$ cat src/rtl/clk_div_pkg.sv
// Shared constants, helpers and types for the multi-channel clock divider.
//   CNT_W    : default divisor/counter width
//   DEF_DIV  : divisor every channel holds after reset (10 MHz / 100 = 100 kHz)
//   ch_width : width of a channel index, never less than one bit
//   chan_cfg_t : per-channel divisor state {div, pend_div, pend}
package clk_div_pkg;

    localparam int unsigned CNT_W   = 32;
    localparam int unsigned DEF_DIV = 100;

    function automatic int unsigned ch_width(input int unsigned num_ch);
        return (num_ch > 1) ? $clog2(num_ch) : 1;
    endfunction

    typedef struct packed {
        logic [CNT_W-1:0] div;
        logic [CNT_W-1:0] pend_div;
        logic             pend;
    } chan_cfg_t;

endpackage

$ cat src/rtl/div_chan.sv
// One divider channel: period counter, pending-divisor register and
// registered tick/wave generation.
//   clk_in  : system clock
//   rst     : synchronous active-high reset
//   en      : run enable for this channel
//   restart : phase-align pulse shared by all channels
//   wr      : accepted divisor write for this channel
//   wr_div  : divisor carried by the write
//   pend    : a divisor is waiting for the period boundary
//   tick    : one-cycle strobe per period
//   wave    : divided square wave, floor(D/2) high / ceil(D/2) low
module div_chan #(
    parameter int unsigned CNT_W   = clk_div_pkg::CNT_W,
    parameter int unsigned DEF_DIV = clk_div_pkg::DEF_DIV
) (
    input  logic             clk_in,
    input  logic             rst,
    input  logic             en,
    input  logic             restart,
    input  logic             wr,
    input  logic [CNT_W-1:0] wr_div,
    output logic             pend,
    output logic             tick,
    output logic             wave
);
    import clk_div_pkg::*;

    logic [CNT_W-1:0] cnt_q, cnt_d;
    logic [CNT_W-1:0] div_q, div_d;
    logic [CNT_W-1:0] pend_div_q, pend_div_d;
    logic             pend_q, pend_d;
    logic             tick_q, tick_d;
    logic             wave_q, wave_d;
    logic             stopped;
    logic             boundary;

    assign stopped  = restart || !en || (div_q == '0);
    // Only meaningful while running, where div_q >= 1 so the subtraction cannot wrap.
    assign boundary = (cnt_q == (div_q - CNT_W'(1)));

    always_comb begin
        cnt_d      = cnt_q;
        div_d      = div_q;
        pend_div_d = pend_div_q;
        pend_d     = pend_q;
        tick_d     = 1'b0;
        wave_d     = 1'b0;

        if (stopped) begin
            // Nothing is mid-period, so writes and pending values land at once.
            cnt_d  = '0;
            pend_d = 1'b0;
            if (wr) begin
                div_d = wr_div;
            end else if (pend_q) begin
                div_d = pend_div_q;
            end
        end else begin
            if (boundary) begin
                cnt_d  = '0;
                tick_d = 1'b1;
                if (pend_q) begin
                    div_d  = pend_div_q;
                    pend_d = 1'b0;
                end
            end else begin
                cnt_d = cnt_q + CNT_W'(1);
            end
            // wr implies pend_q was clear, so it never collides with the apply above.
            if (wr) begin
                pend_div_d = wr_div;
                pend_d     = 1'b1;
            end
            // Compare against the divisor of the period cnt_d belongs to.
            wave_d = (cnt_d < (div_d >> 1));
        end
    end

    always_ff @(posedge clk_in) begin
        if (rst) begin
            cnt_q      <= '0;
            div_q      <= CNT_W'(DEF_DIV);
            pend_div_q <= '0;
            pend_q     <= 1'b0;
            tick_q     <= 1'b0;
            wave_q     <= 1'b0;
        end else begin
            cnt_q      <= cnt_d;
            div_q      <= div_d;
            pend_div_q <= pend_div_d;
            pend_q     <= pend_d;
            tick_q     <= tick_d;
            wave_q     <= wave_d;
        end
    end

    assign pend = pend_q;
    assign tick = tick_q;
    assign wave = wave_q;

endmodule

$ cat src/rtl/clk_div_multi.sv
// Multi-channel programmable clock divider. Decodes divisor writes to the
// target channel, muxes cfg_ready and fans restart out to all channels.
//   clk_in    : 10 MHz system clock
//   rst       : synchronous active-high reset
//   en        : per-channel run enable
//   restart   : one-cycle pulse, phase-aligns all channels
//   cfg_valid : divisor write request
//   cfg_ready : write can be accepted (combinational from cfg_ch and pend)
//   cfg_ch    : target channel; out-of-range indices are accepted and dropped
//   cfg_div   : new divisor
//   tick      : per-channel one-cycle strobe
//   wave      : per-channel divided square wave
module clk_div_multi #(
    parameter int unsigned NUM_CH  = 4,
    parameter int unsigned CNT_W   = clk_div_pkg::CNT_W,
    parameter int unsigned DEF_DIV = clk_div_pkg::DEF_DIV,
    localparam int unsigned CH_W   = clk_div_pkg::ch_width(NUM_CH)
) (
    input  logic              clk_in,
    input  logic              rst,
    input  logic [NUM_CH-1:0] en,
    input  logic              restart,
    input  logic              cfg_valid,
    output logic              cfg_ready,
    input  logic [CH_W-1:0]   cfg_ch,
    input  logic [CNT_W-1:0]  cfg_div,
    output logic [NUM_CH-1:0] tick,
    output logic [NUM_CH-1:0] wave
);
    import clk_div_pkg::*;

    logic [NUM_CH-1:0] pend;
    logic [NUM_CH-1:0] wr;

    always_comb begin
        cfg_ready = 1'b1;
        for (int i = 0; i < NUM_CH; i++) begin
            if (cfg_ch == CH_W'(i)) begin
                cfg_ready = !pend[i];
            end
        end
    end

    for (genvar i = 0; i < NUM_CH; i++) begin : g_ch
        assign wr[i] = cfg_valid && cfg_ready && (cfg_ch == CH_W'(i));

        div_chan #(
            .CNT_W   (CNT_W),
            .DEF_DIV (DEF_DIV)
        ) u_chan (
            .clk_in  (clk_in),
            .rst     (rst),
            .en      (en[i]),
            .restart (restart),
            .wr      (wr[i]),
            .wr_div  (cfg_div),
            .pend    (pend[i]),
            .tick    (tick[i]),
            .wave    (wave[i])
        );
    end

endmodule

$ cat config.mk
export PLATFORM = sky130hd
export DESIGN_NAME = clk_div_multi
export DESIGN_NICKNAME = d
export VERILOG_FILES = /design/src/rtl/clk_div_pkg.sv /design/src/rtl/div_chan.sv /design/src/rtl/clk_div_multi.sv
export SDC_FILE = /design/constraint.sdc
export NUM_CORES = 1
export LEC_CHECK = 0
export ABC_AREA = 1
export CAP_MARGIN = 20
export CELL_PAD_IN_SITES_DETAIL_PLACEMENT = 0
export CELL_PAD_IN_SITES_GLOBAL_PLACEMENT = 1
export CORE_ASPECT_RATIO = 1.25
export CORE_MARGIN = 4
export CORE_UTILIZATION = 42
export DETAILED_ROUTE_END_ITERATION = 10
export PLACE_DENSITY = 0.78
export SLEW_MARGIN = 5
export SYNTH_ARGS = -nofsm -noshare
export SYNTH_HDL_FRONTEND = slang
export SYNTH_SLANG_ARGS = --single-unit
$ cat constraint.sdc
create_clock -name clk_in -period 3.11 [get_ports clk_in]
set_clock_uncertainty 0.05 [all_clocks]
set_input_delay 0.7775 -clock clk_in [delete_from_list [all_inputs] [get_ports clk_in]]
set_output_delay 0.7775 -clock clk_in [all_outputs]
set_load 0.1 [all_outputs]
run_1/m1.png
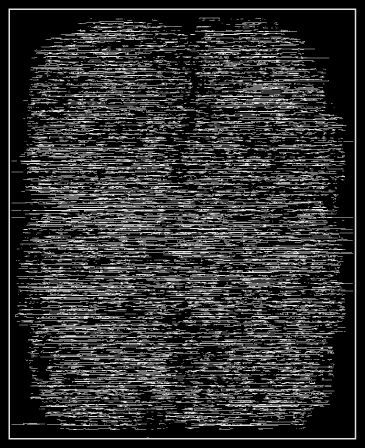
share of all routed wire: 41%
wire length on this layer: 47.2 mm
longest straight run: 71.3 um
vias: 33,300
met1 Use GR: 0.360
final wirelength: 115,000 um

run_1/m2.png
Scale bar: 50 um.
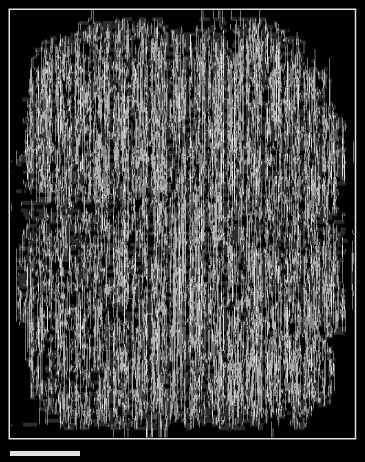
nets with wire on the layer: 4,548
main direction: vertical
longest straight run: 96.9 um
M2 GR Usage: 0.525

run_1/m3.png
Scale bar: 50 um.
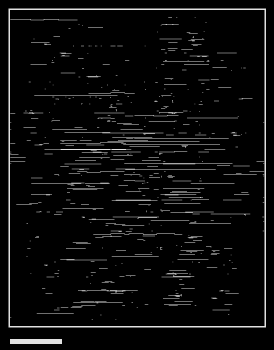
nets with wire on the layer: 347
wire length on this layer: 5,130 um
main direction: horizontal
met3 usage: 0.0297

==> summary.txt, run 1 <==
Slew margin rel.: 0.490
Inverters: 548
Hold Crit Depth: 2
CP Capture Type: flop
Int Power: 10.0 mW
WP buf/inv: 4
Top cells by count, synth: nand2_1 (1,146), nor2_1 (612), inv_1 (508)
Area contributors post-synth: dfxtp_1 (27%), nand2_1 (15%), nor2_1 (7.8%)
CP startpoint: g_ch[3].u_chan.div_q[7]
Clk buf depth: 3
# clk buffers: 62
Number of I/O pins: 51
Placer Congestion: 0.958
Worst hold start: g_ch[3].u_chan.pend_div_q[30]
Critical path arrival: 3.95 ns
Layout Utilization: 0.593
Cts bufs inserted: 46
Sequential cell area: 7990 um^2
Tapcell count: 935
Layout cells sized above 1: 0.290
Routed len/inst: 17.9 um
Violated checks: setup timing
Post-synthesis net count: 4,782
Post-synth EDFFs: 0
Leak: 19.6 nW
CTS clk-pin slew, worst paths: 0.06 ns
Mean Syn Cell Area: 6.40 um^2
Switching power: 4.58 mW
CTS tree: built
Setup violators final: 4
Crit path max-delay cell type: dfxtp_1
Worst Slack Setup Final: -0.409 ns
CTS Hold Bufs: 0
CTS root buf: clkbuf_16
Yosys stat cell total: 4,612
Vias in the first global route: 32,000
Sequential area share after synthesis: 0.269
Tot GR Track Use: 0.297
Seq_cells: 396
Antenna Violating Nets Remaining: 0
Die height: 304 um
Layer with the highest usage: met2
Post-synth ARST share: 0
Status: complete, but fails checks
Chip Area: 74,600 um^2
[run 1: cell usage in the layout (no fill, tap or decap), types with 24 or more instances in the layout]
master	count
nor2_4	64
or2_2	38
xnor2_1	74
o221ai_1	30
o21ai_0	223
nand2_2	65
nand2_1	1087
dfxtp_1	353
clkbuf_16	47
nor4_1	24
inv_2	37
mux2i_1	45
o21ai_2	68
inv_1	492
nand3_1	141
buf_4	888
a211oi_1	73
xor2_1	125
ha_1	109
o211ai_1	95
clkdlybuf4s50_1	38
nor2_1	499
a21oi_1	107
buf_12	35
nor3_1	124
dfxtp_2	40
nor2_2	107
nand4_1	106
o21ai_1	83
[run 1: state kept, by name, indices dropped and copies added (netlist names)]
signal                  cells
g_ch.u_chan.pend            4
g_ch.u_chan.tick            4
g_ch.u_chan.wave            4
g_ch.u_chan.cnt_q         128
g_ch.u_chan.div_q         128
g_ch.u_chan.pend_div_q    128
[run 1: cell families after synthesis]
group / count (synthesis) / share of synthesized area
adders and majority gates: 128 / 0.0543
and+or+nand+nor: 2357 / 0.348
muxes: 45 / 0.0153
AOI/OAI and AO/OA: 739 / 0.152
buffers and inverters: 745 / 0.101
xor gates and xnor gates: 202 / 0.0600
DFF: 396 / 0.269
[run 1: power groups by stage]
stage,Sequential (mW),Clock [mW],Combinational [mW]
finish,5.43,5.76,3.42
global placement,5.51,0,3.11
floorplan,5.47,0,1.67
CTS,5.41,5.87,3.23
detailed placement,5.51,0,3.13
global route,5.44,6.04,3.76
[run 1: per-stage QoR]
step | instances | power (mW) | hold slack [ns]
after floorplan | 4612 | 7.14 | 0.380
after global placement | 6270 | 8.62 | 0.395
after detailed placement | 6270 | 8.64 | 0.401
after CTS | 6397 | 14.5 | 0.410
after global routing | 6431 | 15.2 | 0.450
final | 6431 | 14.6 | 0.406
==> run 1 -> run 2 <==
--- a/config.mk
+++ b/config.mk
@@ -6,6 +6,7 @@
 export NUM_CORES = 1
 export LEC_CHECK = 0
 export ABC_AREA = 1
+export ABC_CLOCK_PERIOD_IN_PS = 3110
 export CAP_MARGIN = 20
 export CELL_PAD_IN_SITES_DETAIL_PLACEMENT = 0
 export CELL_PAD_IN_SITES_GLOBAL_PLACEMENT = 1
@@ -13,6 +14,7 @@
 export CORE_MARGIN = 4
 export CORE_UTILIZATION = 42
 export DETAILED_ROUTE_END_ITERATION = 10
+export HOLD_SLACK_MARGIN = 0.12
 export PLACE_DENSITY = 0.78
 export SLEW_MARGIN = 5
 export SYNTH_ARGS = -nofsm -noshare
run_2/congestion_map.png
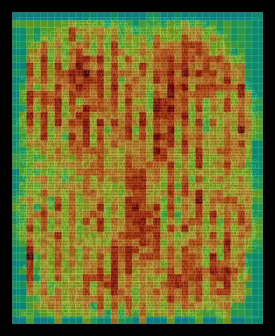
Tot GR Track Use: 0.297
layer with the highest usage: met2
routed len/inst: 17.9 um
Layout Utilization: 0.593

run_2/m3.png
Scale bar: 50 um.
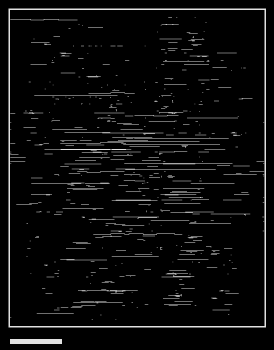
share of all routed wire: 4.5%
nets with wire on the layer: 347
wire length on this layer: 5,130 um
main direction: horizontal

==> run 2 against run 1 <==
Net effect:
- sequential share of layout area did not move
- combinational power about the same
- worst setup slack unchanged
- the flow still finishes with violations (setup timing)
- hold slack unchanged
- critical path depth did not move
- flip-flop count unchanged
==> summary.txt, run 2 <==
Switching power: 4.58 mW (unchanged)
Yosys stat cell total: 4,612 (unchanged)
Number of I/O pins: 51 (unchanged)
Top cells by count, synth: nand2_1 (1,146), nor2_1 (612), inv_1 (508) (unchanged)
Met3 usage: 0.0297 (unchanged)
Crit path max-delay cell type: dfxtp_1 (unchanged)
Post-synth EDFFs: 0 (unchanged)
Status: complete, but fails checks (unchanged)
Post-synthesis net count: 4,782 (unchanged)
Mux cell area share after synthesis: 0.0153 (unchanged)
Yosys simple share: 0.348 (unchanged)
Regs by FF count: g_ch.u_chan.cnt_q (128), g_ch.u_chan.div_q (128), g_ch.u_chan.pend_div_q (128) (unchanged)
Final wirelength: 115,000 um (unchanged)
Slew margin rel.: 0.490 (unchanged)
Hold Worst Slack: 0.406 ns (unchanged)
Worst Slack Setup Final: -0.409 ns (unchanged)
Sequential area share after synthesis: 0.269 (unchanged)
Setup violators final: 4 (unchanged)
Post-synth ARST share: 0 (unchanged)
Chip Area: 74,600 um^2 (unchanged)
Hold Crit Depth: 2 (unchanged)
Worst hold start: g_ch[3].u_chan.pend_div_q[30] (unchanged)
Synth logic family: simple AND/OR/NAND/NOR gates (unchanged)
Most common logic cells in the final layout: nand2_1 (1,087), buf_4 (888), nor2_1 (499) (unchanged)
Critical path arrival: 3.95 ns (about the same)
Cts bufs inserted: 46 (unchanged)
Adder Area Share: 0.0543 (unchanged)
Layout cells sized above 1: 0.290 (unchanged)
Violated checks: setup timing (unchanged)
Met1 Use GR: 0.360 (unchanged)
M2 GR Usage: 0.525 (unchanged)
DP Cell Count: 6,270 (unchanged)
Overall power: 14.6 mW (unchanged)
CTS clk-pin slew, worst paths: 0.06 ns (about the same)
Vias in the first global route: 32,000 (unchanged)
CP Capture Type: flop (unchanged)
Int Power: 10.0 mW (unchanged)
CTS root buf: clkbuf_16 (unchanged)
Placer Congestion: 0.958 (unchanged)
Area contributors post-synth: dfxtp_1 (27%), nand2_1 (15%), nor2_1 (7.8%) (unchanged)
Antenna Violating Nets Remaining: 0 (unchanged)
Mean Syn Cell Area: 6.40 um^2 (unchanged)
Leak: 19.6 nW (unchanged)
Aoi share: 0.152 (unchanged)
WP buf/inv: 4 (unchanged)
Clk buf depth: 3 (unchanged)
-- run 2: cell counts after synthesis --
Identical to the previous run, type by type.
-- run 2: layout make-up --
| type | instances | area (um^2) | share of cell area |
|---|---|---|---|
| Multi-Input combinational cell | 3472 | 20100 | 0.488 |
| Timing Repair Buffer | 998 | 8290 | 0.201 |
| Sequential cell | 396 | 7990 | 0.194 |
| Inverter | 546 | 2120 | 0.0514 |
| Clock buffer | 62 | 1300 | 0.0316 |
| Tap cell | 935 | 1170 | 0.0284 |
| Clock inverter | 20 | 245 | 0.00595 |
| Timing Repair inverter | 2 | 11.3 | 0.000273 |
-- run 2: timing repair --
action,CTS,global route
endpoints found under the setup margin,5,20
hold buffers,0,0
pin swaps,63,119
gates cloned,9,2
resized,181,294
buffers inserted,38,37
-- run 2: how the worst max path moves through the flow --
stage                            startpoint  slack, ns                       end  cells past startpoint
CTS                 g_ch[3].u_chan.div_q[0]      -0.39       g_ch[3].u_chan.wave                     26
floorplan                         cfg_ch[1]      -0.21  g_ch[3].u_chan.div_q[18]                     13
global placement    g_ch[2].u_chan.div_q[9]      -0.56       g_ch[2].u_chan.wave                     16
global route        g_ch[3].u_chan.div_q[1]      -0.65       g_ch[3].u_chan.wave                     25
finish              g_ch[3].u_chan.div_q[7]      -0.41       g_ch[3].u_chan.wave                     23
detailed placement  g_ch[2].u_chan.div_q[9]      -0.58       g_ch[2].u_chan.wave                     21
-- run 2: power groups by stage --
| stage | registers, mW | logic (mW) | clock network (mW) |
|---|---|---|---|
| after floorplan | 5.47 | 1.67 | 0 |
| after global placement | 5.51 | 3.11 | 0 |
| after detailed placement | 5.51 | 3.13 | 0 |
| after CTS | 5.41 | 3.23 | 5.87 |
| after global routing | 5.44 | 3.76 | 6.04 |
| final | 5.43 | 3.42 | 5.76 |
No activity file was given, so power comes from the tool's default toggle rates.
